--- src/rtl/instr_fetch_queue.sv ---
// Fetch stage: PC sequencing, 1-cycle imem reads, and an in-order DEPTH-entry queue feeding decode.
// Optional FETCH_PERF_EN adds perf_stall_cnt (cycles with a full queue or nothing for decode).
module instr_fetch_queue #(
  parameter int          DEPTH    = 4,
  parameter logic [31:0] RESET_PC = 32'h0000_0000,
  parameter int          PC_STEP  = 4
) (
  input  logic        clk,
  input  logic        rst_n,
  output logic        imem_en,
  output logic [31:0] imem_addr,
  input  logic [31:0] imem_rdata,
  input  logic        redirect,
  input  logic [31:0] redirect_pc,
  output logic        dec_valid,
  input  logic        dec_ready,
  output logic [31:0] dec_instr,
  output logic [31:0] dec_pc,
  output logic [15:0] dec_imm16
`ifdef FETCH_PERF_EN
  ,
  output logic [31:0] perf_stall_cnt
`endif
);

  localparam int AW = $clog2(DEPTH);
  localparam int CW = AW + 1;

  typedef struct packed {
    logic [31:0] instr;
    logic [31:0] pc;
  } entry_t;

  entry_t          q_mem [DEPTH];
  logic [AW-1:0]   rd_ptr, wr_ptr;
  logic [CW-1:0]   count;
  logic [CW:0]     occ;
  logic            inflight_q;
  logic [31:0]     pc_q, inflight_pc_q;
  logic            issue, push, pop;
  entry_t          head;

  // Reserve a slot for every outstanding read so a returning word always has room.
  assign occ     = {1'b0, count} + (CW+1)'(inflight_q);
  assign issue   = rst_n && !redirect && (occ < (CW+1)'(DEPTH));
  assign push    = inflight_q && !redirect;
  assign pop     = dec_valid && dec_ready && !redirect;

  assign imem_en   = issue;
  assign imem_addr = pc_q;

  assign head      = q_mem[rd_ptr];
  assign dec_valid = (count != '0);
  assign dec_instr = dec_valid ? head.instr : 32'h0;
  assign dec_pc    = dec_valid ? head.pc : 32'h0;
  assign dec_imm16 = dec_instr[15:0];

  always_ff @(posedge clk or negedge rst_n) begin
    if (!rst_n) begin
      pc_q          <= RESET_PC;
      inflight_q    <= 1'b0;
      inflight_pc_q <= 32'h0;
      rd_ptr        <= '0;
      wr_ptr        <= '0;
      count         <= '0;
    end else if (redirect) begin
      // Drops queued entries and any returning word; refetch starts next cycle.
      pc_q       <= redirect_pc;
      inflight_q <= 1'b0;
      rd_ptr     <= '0;
      wr_ptr     <= '0;
      count      <= '0;
    end else begin
      inflight_q <= issue;
      if (issue) begin
        pc_q          <= pc_q + 32'(PC_STEP);
        inflight_pc_q <= pc_q;
      end
      if (push) wr_ptr <= wr_ptr + 1'b1;
      if (pop)  rd_ptr <= rd_ptr + 1'b1;
      count <= count + CW'(push) - CW'(pop);
    end
  end

  // Payload storage needs no reset; dec_* are masked while the queue is empty.
  always_ff @(posedge clk) begin
    if (push) q_mem[wr_ptr] <= '{instr: imem_rdata, pc: inflight_pc_q};
  end

`ifdef FETCH_PERF_EN
  always_ff @(posedge clk or negedge rst_n) begin
    if (!rst_n)
      perf_stall_cnt <= 32'h0;
    else if ((count == CW'(DEPTH)) || (!dec_valid && !redirect))
      perf_stall_cnt <= perf_stall_cnt + 32'h1;
  end
`endif

endmodule
--- config.mk ---
export PLATFORM = sky130hd
export DESIGN_NAME = instr_fetch_queue
export DESIGN_NICKNAME = d
export VERILOG_FILES = /design/src/rtl/instr_fetch_queue.sv
export SDC_FILE = /design/constraint.sdc
export NUM_CORES = 1
export LEC_CHECK = 0
export CAP_MARGIN = 20
export CORE_ASPECT_RATIO = 1.75
export CORE_MARGIN = 4
export CORE_UTILIZATION = 40
export CTS_CLUSTER_SIZE = 12
export DETAILED_ROUTE_END_ITERATION = 12
export REMOVE_ABC_BUFFERS = 1
export SKIP_CTS_REPAIR_TIMING = 1
export SKIP_LAST_GASP = 1
export SYNTH_ARGS = -nofsm -noshare
export SYNTH_HDL_FRONTEND = slang
export SYNTH_SLANG_ARGS = --single-unit
--- constraint.sdc ---
create_clock -name clk -period 5.3 [get_ports clk]
set_clock_uncertainty 0.1 [all_clocks]
set_input_delay 0.53 -clock clk [delete_from_list [all_inputs] [get_ports clk]]
set_output_delay 0.53 -clock clk [all_outputs]
set_load 0.01 [all_outputs]
==> flow_metrics.py <==
# Physical implementation metrics
metrics = {
    "clocking": {
        "cts-root-buf": "clkbuf_16",
        "clock_latency_ns": 0.51,
        "clk_pin_slew_ns": 0.06,
        "htree_levels": 2,
        "cts_tree": "yes",
        "cts.sinks": 328,
        "ctsLongestPathBuffers": 3,
        "cts-buffers-inserted": 34,
    },
    "setup_path": {
        "startpoint_type": "register",
        "endpoint_kind": "primary output",
        "reg2reg_depth": 7,
        "cp_cell_sequence": "ha_1 -> nor3_1 -> a211o_1 -> nand2_1 -> nor2_4 -> clkdlybuf4s50_1",
        "regToRegEndpoint": "inflight_pc_q[7]$_DFFE_PN0P_",
        "cp.required_ns": 4.67,
        "critical-path-top-delay-family": "simple AND/OR/NAND/NOR gates",
        "r2r-start": "count[1]$_DFF_PN0_",
        "cp.buffers_inverters": 1,
        "ff2ff_setup_slack_ns": 2.17,
        "path_class": "register to primary output",
        "crit_path_max_fanout": 20,
    },
    "final_layout": {
        "flops": 328,
        "nNonClkInverters": 9,
        "logic_gate_count": 357,
        "seq_share_pct": 57.8,
        "antenna_cells": 0,
        "comb_area_share_pct": 21.3,
        "clock_buffers": 46,
        "layout_top_cells": "edfxtp_1 (256), clkdlybuf4s50_1 (179), dfrtp_1 (70), and2_1 (67), mux4_2 (64)",
        "drive_gt1_share_pct": 17.8,
        "clock_tree_area_fraction_pct": 6.22,
        "regArea_um2": 9500,
        "largestClassByArea": "flip-flops and latches",
        "fillCellCount": 2734,
        "top_register": "q_mem",
        "logic_area_um2": 3500,
        "largest_reg_flops": 256,
        "fin_cells": 1339,
        "nNonClkBuffers": 188,
        "nNetsFinal": 995,
    },
    "logic_synthesis": {
        "synth_area_um2": 13300,
        "synth_area_leader_cell": "edfxtp_1",
        "ys_cells": 747,
        "ys_top_cells_by_count": "edfxtp_1 (256), dfrtp_1 (72), and2_1 (71)",
        "most_common_cell": "edfxtp_1",
        "ys_seq_share_pct": 71.5,
        "area_leaders": "edfxtp_1 (58%), dfrtp_1 (14%), mux4_2 (11%)",
        "numSynthFlops": 328,
        "synth.top_cell.area_share_pct": 57.9,
        "syn-instance-count": 747,
        "edf_count": 256,
        "async_reset_ff_share_pct": 22.0,
        "yosys_area_um2": 13300,
        "syn_area_per_cell_um2": 17.8,
        "yosysWarnings": 0,
        "flop_cell": "edfxtp_1",
    },
    "die": {
        "ios": 182,
        "chipHeight_um": 249,
        "die-area_um2": 36300,
        "core_um2": 32900,
        "fp-utilization_pct": 40.3,
        "rows": 88,
        "die_w_um": 146,
        "nWellTaps": 405,
    },
    "flow_run": {
        "warning_count": 28,
        "maxCapViolations": 0,
    },
    "pwr": {
        "p_seq_share_pct": 43.7,
        "p_comb_share_pct": 26.2,
        "sw_frac_of_total_pct": 26.6,
        "power.internal_mw": 5.45,
        "leakage_nw": 5.50,
        "switching_power_mw": 1.98,
        "power_mw": 7.43,
        "power_density_nw_per_um2": 452,
        "irDropWorstVdd_v": 0.000225,
    },
    "grt": {
        "grt_use_total_pct": 16.3,
        "grt_pass1_wl_um": 45400,
        "grt_remaining_overflow": 0,
        "grt_max_degree": 66,
        "grt_pass1_vias": 7610,
        "antenna_found_initial": 0,
    },
    "placed_design": {
        "pre_cts_ws_ns": 2.08,
        "post-dp-hpwl_um": 17600,
        "dp.cells": 1286,
        "place.gp.congestion": 0.751,
        "io_buffers": 181,
    },
    "run_status": {
        "outcome": "completed",
    },
    "final_timing": {
        "period_needed_ns": 3.73,
        "finalClockPeriodUsage_pct": 70.4,
        "drv_slew": 0,
        "finalHoldViolCount": 0,
        "rsz0062_at_grt": "false",
        "setup_slack_ns": 1.57,
        "max_freq_mhz": 268,
        "setup_viol": 0,
    },
    "detailed_routing": {
        "drt_iter0_markers": 391,
        "routed_via_density": 5.31,
        "postRouteAntennaNets": 0,
        "dr.pass1.iters": 4,
        "wire_per_inst_um": 21.9,
    },
    "hold_path": {
        "hold_path.startpoint": "inflight_pc_q[0]$_DFFE_PN0P_",
        "hold_end": "q_mem[0][0]$_DFFE_PP_",
        "hp-class": "register to register",
        "worstHoldPathCells": 0,
    },
}
logic make-up (layout without fill, tap and decap cells):
group / Yosys count / count (layout) / synth area share (%)
mux: 104 / 104 / 14.2
fa+ha+maj: 9 / 9 / 0.905
buf+inv: 62 / 249 / 2.31
flops: 328 / 328 / 71.5
xor+xnor: 31 / 31 / 2.05
compound gates: 31 / 31 / 1.28
simple gates: 182 / 182 / 7.76
power groups by stage:
stage / Clock [mW] / Sequential (mW) / Combinational, mW
2_1_floorplan: 0 / 3.28 / 0.924
3_3_place_gp: 0 / 3.30 / 1.99
3_5_place_dp: 0 / 3.31 / 2.00
4_1_cts: 2.30 / 3.26 / 2.01
5_1_grt: 2.41 / 3.28 / 2.11
6_report: 2.23 / 3.25 / 1.95
through the flow:
stage                     hold WS (ns)  utilization, %  area, µm²
after floorplan                  0.134               -      13000
after global placement           0.387            46.8      15400
after detailed placement         0.402            46.8      15400
after CTS                      -0.0980            49.9      16400
after global routing             0.402            49.9      16400
final                            0.409            49.9      16400
worst max path at each step:
stage / start / endpoint / slack, ns / cells past startpoint
4_1_cts: count[1]$_DFF_PN0_ / imem_en / 1.53 / 6
2_1_floorplan: rd_ptr[0]$_DFFE_PN0P_ / dec_imm16[0] / 1.19 / 2
5_1_grt: count[2]$_DFF_PN0_ / imem_en / 1.35 / 6
6_report: count[1]$_DFF_PN0_ / imem_en / 1.57 / 6
3_5_place_dp: count[1]$_DFF_PN0_ / imem_en / 2.08 / 6
3_3_place_gp: count[1]$_DFF_PN0_ / imem_en / 2.12 / 6
layer usage:
layer	global-route usage, %	wire length (µm)
met1	18.4	10900
met5	0	0
met4	6.55	1020
met3	2.64	1020
met2	30.4	16300
pdn.png
Drawn at 2 px/µm. Pins as bars on the die edge.
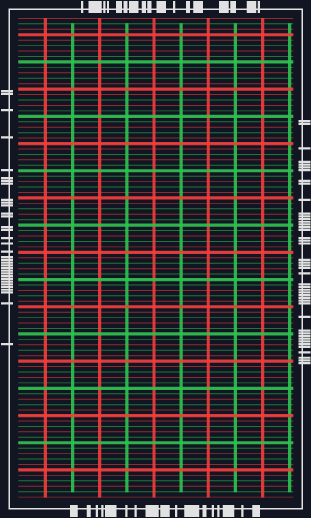
| net | color |
|---|---|
| VDD | green |
| VSS | red |
rows: 88
signal pins: 182
met5 straps: 17
met1 rails: 89
met4 straps: 10

clock_map.png
Drawn at 3 px/µm.
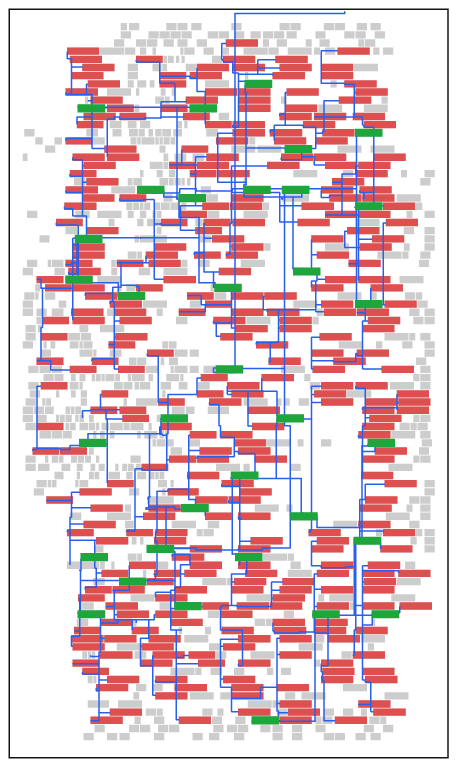
[flip-flops] red | count: 328
[clock wires] blue | length: 3950 µm
[cells driving clock nets] green | count: 34
flops lie: all over the die
clock network power: 2.23 mW
Clk pwr share: 30.1%

met4.png
Drawn at 2 px/µm.
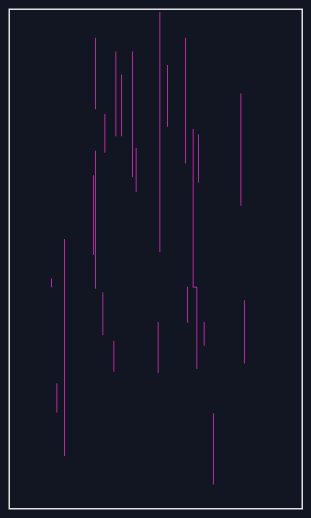
nets with wire on the layer: 14
share of all routed wire: 3.5%
via count: 7113
Post-Route WL: 29300 µm

final_congestion.png
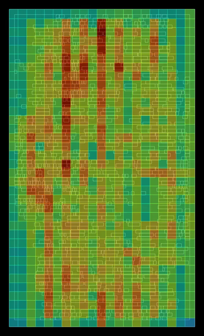
final core occ: 49.9%
GR Util met1: 18.4%

density.png
Drawn at 1.5 px/µm. 15 x 25 tiles, from white (low) to dark blue (high), 0 to 100% covered.
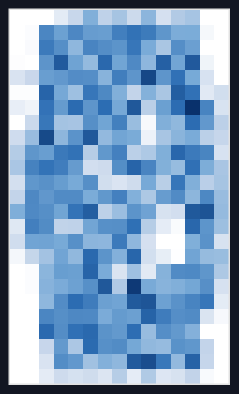
emptiest ninth of the die: lower left
mean over tiles: 44%
nearly empty tiles: 11%
tiles over 75% full: 9.9%
fullest tile: 100%

Power is estimated from default activity; no workload was simulated.
